`config.mk`:
```
export PLATFORM = sky130hd
export DESIGN_NAME = sv_gate_sequencer
export DESIGN_NICKNAME = d
export VERILOG_FILES = /design/src/rtl/sv_gate_sequencer.sv
export SDC_FILE = /design/constraint.sdc
export NUM_CORES = 1
export LEC_CHECK = 0
export ABC_CLOCK_PERIOD_IN_PS = 1800
export CAP_MARGIN = 20
export CORE_AREA = 4 4 181 183
export DETAILED_ROUTE_END_ITERATION = 10
export DIE_AREA = 0 0 185 187
export PLACE_DENSITY_LB_ADDON = 0.25
export SETUP_SLACK_MARGIN = 0.15
export SKIP_CTS_REPAIR_TIMING = 1
export SYNTH_ARGS = -nofsm -noshare
export SYNTH_HDL_FRONTEND = slang
export SYNTH_SLANG_ARGS = --single-unit
```
`constraint.sdc`:
```
create_clock -name clk -period 1.8 [get_ports clk]
set_input_delay 0.18 -clock clk [delete_from_list [all_inputs] [get_ports clk]]
set_output_delay 0.18 -clock clk [all_outputs]
set_load 0.005 [all_outputs]
```
`src/rtl/sv_gate_sequencer.sv`:
```
// Single-qubit gate sequencer: walks amplitude pairs (i0, i1 = i0 | 1<<t) through an
// external complex-multiply unit and writes results back. SV_SEQ_PERF_EN adds stall_cycles.
module sv_gate_sequencer #(
    parameter int NUM_QUBITS      = 5,
    parameter int AMPLITUDE_WIDTH = 32,
    localparam int AW = NUM_QUBITS,
    localparam int QW = (NUM_QUBITS > 1) ? $clog2(NUM_QUBITS) : 1
) (
    input  logic                       clk,
    input  logic                       rst_n,
    input  logic                       start,
    input  logic [QW-1:0]              target_qubit,
    output logic                       busy,
    output logic                       done,
    output logic                       err,
    output logic                       mem_porta_en,
    output logic                       mem_porta_we,
    output logic [AW-1:0]              mem_porta_addr,
    output logic [AMPLITUDE_WIDTH-1:0] mem_porta_din_re,
    output logic [AMPLITUDE_WIDTH-1:0] mem_porta_din_im,
    input  logic [AMPLITUDE_WIDTH-1:0] mem_porta_dout_re,
    input  logic [AMPLITUDE_WIDTH-1:0] mem_porta_dout_im,
    output logic                       mem_portb_en,
    output logic [AW-1:0]              mem_portb_addr,
    input  logic [AMPLITUDE_WIDTH-1:0] mem_portb_dout_re,
    input  logic [AMPLITUDE_WIDTH-1:0] mem_portb_dout_im,
    output logic                       pair_valid,
    input  logic                       pair_ready,
    output logic [AMPLITUDE_WIDTH-1:0] pair_a0_re,
    output logic [AMPLITUDE_WIDTH-1:0] pair_a0_im,
    output logic [AMPLITUDE_WIDTH-1:0] pair_a1_re,
    output logic [AMPLITUDE_WIDTH-1:0] pair_a1_im,
    input  logic                       res_valid,
    input  logic [AMPLITUDE_WIDTH-1:0] res_a0_re,
    input  logic [AMPLITUDE_WIDTH-1:0] res_a0_im,
    input  logic [AMPLITUDE_WIDTH-1:0] res_a1_re,
    input  logic [AMPLITUDE_WIDTH-1:0] res_a1_im
`ifdef SV_SEQ_PERF_EN
    ,
    output logic [31:0]                stall_cycles
`endif
);
    localparam int KW = (AW > 1) ? AW - 1 : 1;
    localparam int DW = AMPLITUDE_WIDTH;

    typedef enum logic [2:0] {
        S_IDLE, S_READ, S_LATCH, S_ISSUE, S_RESULT, S_WR0, S_WR1, S_DONE
    } state_t;

    state_t        state, state_nx;
    logic [QW-1:0] tq;
    logic [KW-1:0] k;
    logic [AW-1:0] kx, mask, i0, i1;
    logic [DW-1:0] r0_re, r0_im, r1_re, r1_im;
    logic          tgt_ok, accept, last;

    assign tgt_ok = int'(target_qubit) < NUM_QUBITS;
    assign accept = (state == S_IDLE) && start && tgt_ok;
    assign last   = (k == {KW{1'b1}});

    // i0 is k with a zero spliced in at bit t
    always_comb begin
        kx   = AW'(k);
        mask = (AW'(1) << tq) - AW'(1);
        i0   = (kx & mask) | ((kx & ~mask) << 1);
        i1   = i0 | (AW'(1) << tq);
    end

    always_comb begin
        state_nx         = state;
        busy             = (state != S_IDLE);
        pair_valid       = 1'b0;
        mem_porta_en     = 1'b0;
        mem_porta_we     = 1'b0;
        mem_porta_addr   = '0;
        mem_porta_din_re = '0;
        mem_porta_din_im = '0;
        mem_portb_en     = 1'b0;
        mem_portb_addr   = '0;
        case (state)
            S_IDLE:   if (accept) state_nx = S_READ;
            S_READ: begin
                mem_porta_en   = 1'b1;
                mem_porta_addr = i0;
                mem_portb_en   = 1'b1;
                mem_portb_addr = i1;
                state_nx       = S_LATCH;
            end
            S_LATCH:  state_nx = S_ISSUE;
            S_ISSUE: begin
                pair_valid = 1'b1;
                if (pair_ready) state_nx = S_RESULT;
            end
            S_RESULT: if (res_valid) state_nx = S_WR0;
            S_WR0: begin
                mem_porta_en     = 1'b1;
                mem_porta_we     = 1'b1;
                mem_porta_addr   = i0;
                mem_porta_din_re = r0_re;
                mem_porta_din_im = r0_im;
                state_nx         = S_WR1;
            end
            S_WR1: begin
                mem_porta_en     = 1'b1;
                mem_porta_we     = 1'b1;
                mem_porta_addr   = i1;
                mem_porta_din_re = r1_re;
                mem_porta_din_im = r1_im;
                state_nx         = last ? S_DONE : S_READ;
            end
            S_DONE:   state_nx = S_IDLE;
            default:  state_nx = S_IDLE;
        endcase
    end

    always_ff @(posedge clk or negedge rst_n) begin
        if (!rst_n) begin
            state      <= S_IDLE;
            done       <= 1'b0;
            err        <= 1'b0;
            tq         <= '0;
            k          <= '0;
            pair_a0_re <= '0;
            pair_a0_im <= '0;
            pair_a1_re <= '0;
            pair_a1_im <= '0;
            r0_re      <= '0;
            r0_im      <= '0;
            r1_re      <= '0;
            r1_im      <= '0;
        end else begin
            state <= state_nx;
            done  <= (state == S_DONE);
            err   <= (state == S_IDLE) && start && !tgt_ok;
            if (accept) begin
                tq <= target_qubit;
                k  <= '0;
            end
            if (state == S_WR1 && !last) k <= k + 1'b1;
            if (state == S_LATCH) begin
                pair_a0_re <= mem_porta_dout_re;
                pair_a0_im <= mem_porta_dout_im;
                pair_a1_re <= mem_portb_dout_re;
                pair_a1_im <= mem_portb_dout_im;
            end
            if (state == S_RESULT && res_valid) begin
                r0_re <= res_a0_re;
                r0_im <= res_a0_im;
                r1_re <= res_a1_re;
                r1_im <= res_a1_im;
            end
        end
    end

`ifdef SV_SEQ_PERF_EN
    // Saturating count of cycles lost waiting on the compute unit
    always_ff @(posedge clk or negedge rst_n) begin
        if (!rst_n) begin
            stall_cycles <= '0;
        end else if (accept) begin
            stall_cycles <= '0;
        end else if (((state == S_ISSUE) && !pair_ready) ||
                     ((state == S_RESULT) && !res_valid)) begin
            if (stall_cycles != 32'hFFFF_FFFF) stall_cycles <= stall_cycles + 32'd1;
        end
    end
`endif

endmodule
```
### Clock nets

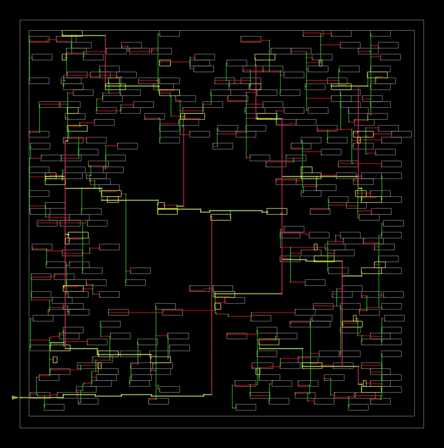
flop count: 268
clk ins delay skew pair: 0.54 ns

### The metal 4 layer

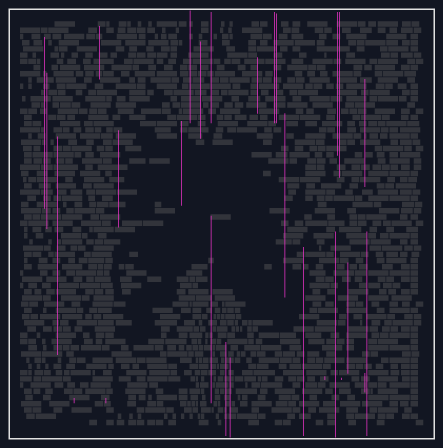
The longest straight run is 95.2 µm. The layer holds 3.3% of the routed length. The layer carries 1340 µm of wire.
final wirelength: 40.73 mm
via count: 8547

### Cell classes on the final placement

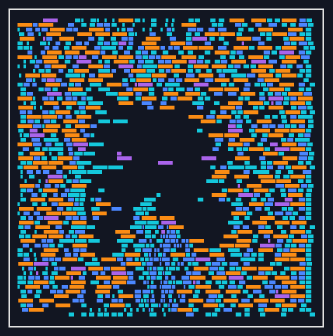
clock drivers and dummy loads: in purple, cells 51. combinational and other logic: in blue, cells 404. sequential cells: in orange, cells 268. remaining buffers and delay cells: in cyan, cells 606.
core area: 31230 µm²
post-layout util: 60.29%

==> Slide: Implementation Results <==
Synthesis and Place & Route Summary

Timing
  • Period minus WS final: around 2.3 ns
  • # setup viols final: 332
  • Fin Setup TNS: -45.62 ns
  • Final Slew Violations: 0
  • Max Clock Freq: about 440 MHz
  • RSZ-0062 raised after global routing: true
  • Final Worst Setup Slack: -0.4648 ns
  • Worst-margin pin slew: ~0.44 ns

Logic synthesis
  • Yosys aoi share: 6.989%
  • Post-synthesis cell area: between 10000 and 15000 µm²
  • Syn Nets: about 990
  • Yosys warns: 0
  • Adder share: less than 1%
  • Main logic family: multiplexers
  • Yosys Instances: 723
  • Main synth FF type: dfrtp_1
  • Post-synthesis register bit count: 268
  • EDFF count, synth: 0
  • Post-synth ARST share: 100.0%

Critical path
  • Setup CP Type: flip-flop to output pin
  • Reg2reg start: state[1]$_DFFE_PN0P_
  • Family with the most delay on the worst path: buffers and inverters
  • CP Capture Point: mem_porta_din_re[1]
  • Crit path cell chain: and3b_4 -> buf_12 -> buf_8 -> buf_4 -> clkbuf_16 -> a22o_1 -> clkbuf_2
  • Reg2Reg Depth: 9
  • Slowest-stage cell, CP: dfrtp_2
  • CP startpoint kind: flip-flop
  • Crit. Startpoint: state[0]$_DFFE_PN0P_
  • Critical path required time: between 1.5 and 2 ns

Layout
  • Comb gates: 398
  • Logic area: 4263 µm²
  • Plain + repair buffers: approximately 610
  • Seq area share: between 30% and 40%
  • Ratio of cells with drive above 1 in the final layout: between 40% and 50%
  • Flop area: approximately 6700 µm²
  • Most frequent cells in the layout: 392 x clkdlybuf4s50_1, 264 x dfrtp_1, 212 x mux2_2
  • Finished Layout Cells: between 1500 and 2000
  • Inverters: 6
  • Fillers: approximately 2500
  • CLK BUF: between 40 and 50
  • N_diodes: 1
  • Area-dominant class: flip-flops and latches
  • Area grow syn2layout: 70.47%
  • Data buffer area share: ~34%

Die
  • Chip Area: between 30000 and 40000 µm²
  • Top Ports: 473
  • Fp util: between 30% and 40%
  • Chip height: 187 µm
  • Die Span X: roughly 190 µm
  • Well Taps: around 400
  • # rows: about 65

Placed design
  • Post-placement cell count: roughly 1600
  • Post-DP HPWL: around 27 mm
  • Place WS: -0.1411 ns
  • Placed cell areas: 16500 µm²

Pwr
  • Sequential Power: roughly 11 mW
  • Sw Pwr: 8.915 mW
  • Combinational group power: between 10 and 15 mW
  • Leak: approximately 8.3 nW
  • Sw Ratio: approximately 29%
  • Total Power: roughly 30 mW
  • Reg power frac: 35.7%
  • Top pwr grp: combinational cells
  • Cell Int Power: between 20 and 25 mW

Clock network
  • CTS sink cnt: 268
  • CTS H-tree depth: 1

Worst hold path
  • Hold Path Class: input pin to async pin

Routing
  • WL met2: between 20 and 25 mm
  • Initial DRC count: between 300 and 400
  • DRC Markers: 0
  • Met3 wire len: approximately 3.8 mm
  • Uppermost layer routed: met5
  • Routed length on met1: about 14 mm

Run status
  • Status: finished, violations left
  • Failing checks: setup timing

GRT
  • Global-route met1 utilization: a little over a fifth
  • GR Util met3: 7.643%
  • Antenna violations before repair: 4

Job
  • Tool warnings: 27
  • Max_cap viols: 0
### Clock distribution

Scale bar: 50 µm.
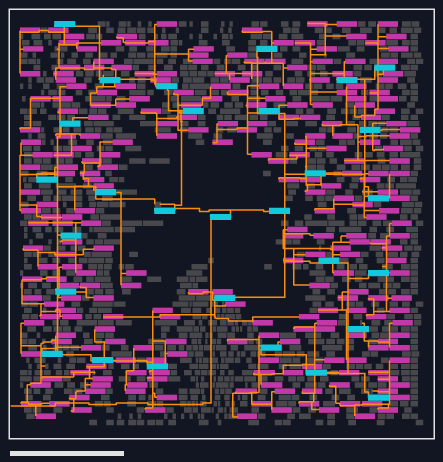
flip-flops: in magenta, count 268. clock wires: in orange, length 3560 µm. clock drivers: in cyan, count 29.
Position of the flops: all over the die. There are 30 routed clock nets.
clock network power share: 18.8%
Final Skew: 0.01657 ns
Power Clock: 5.70 mW

### Wiring heat map

The die is cut into 37 by 37 equal tiles; dark blue is low, red is high, scaled to the fullest tile. Values are wire area over tile area, all layers added.
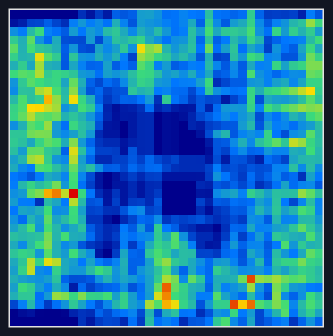
The mean over all tiles is 0.20. 4.6% of the tiles are nearly empty. 11% of the tiles are over half the peak. The fullest tile reaches 0.65.
Routed wire per std cell: 23.52 µm
total global-route track usage: 19.30%

Power is estimated from default activity; no workload was simulated.
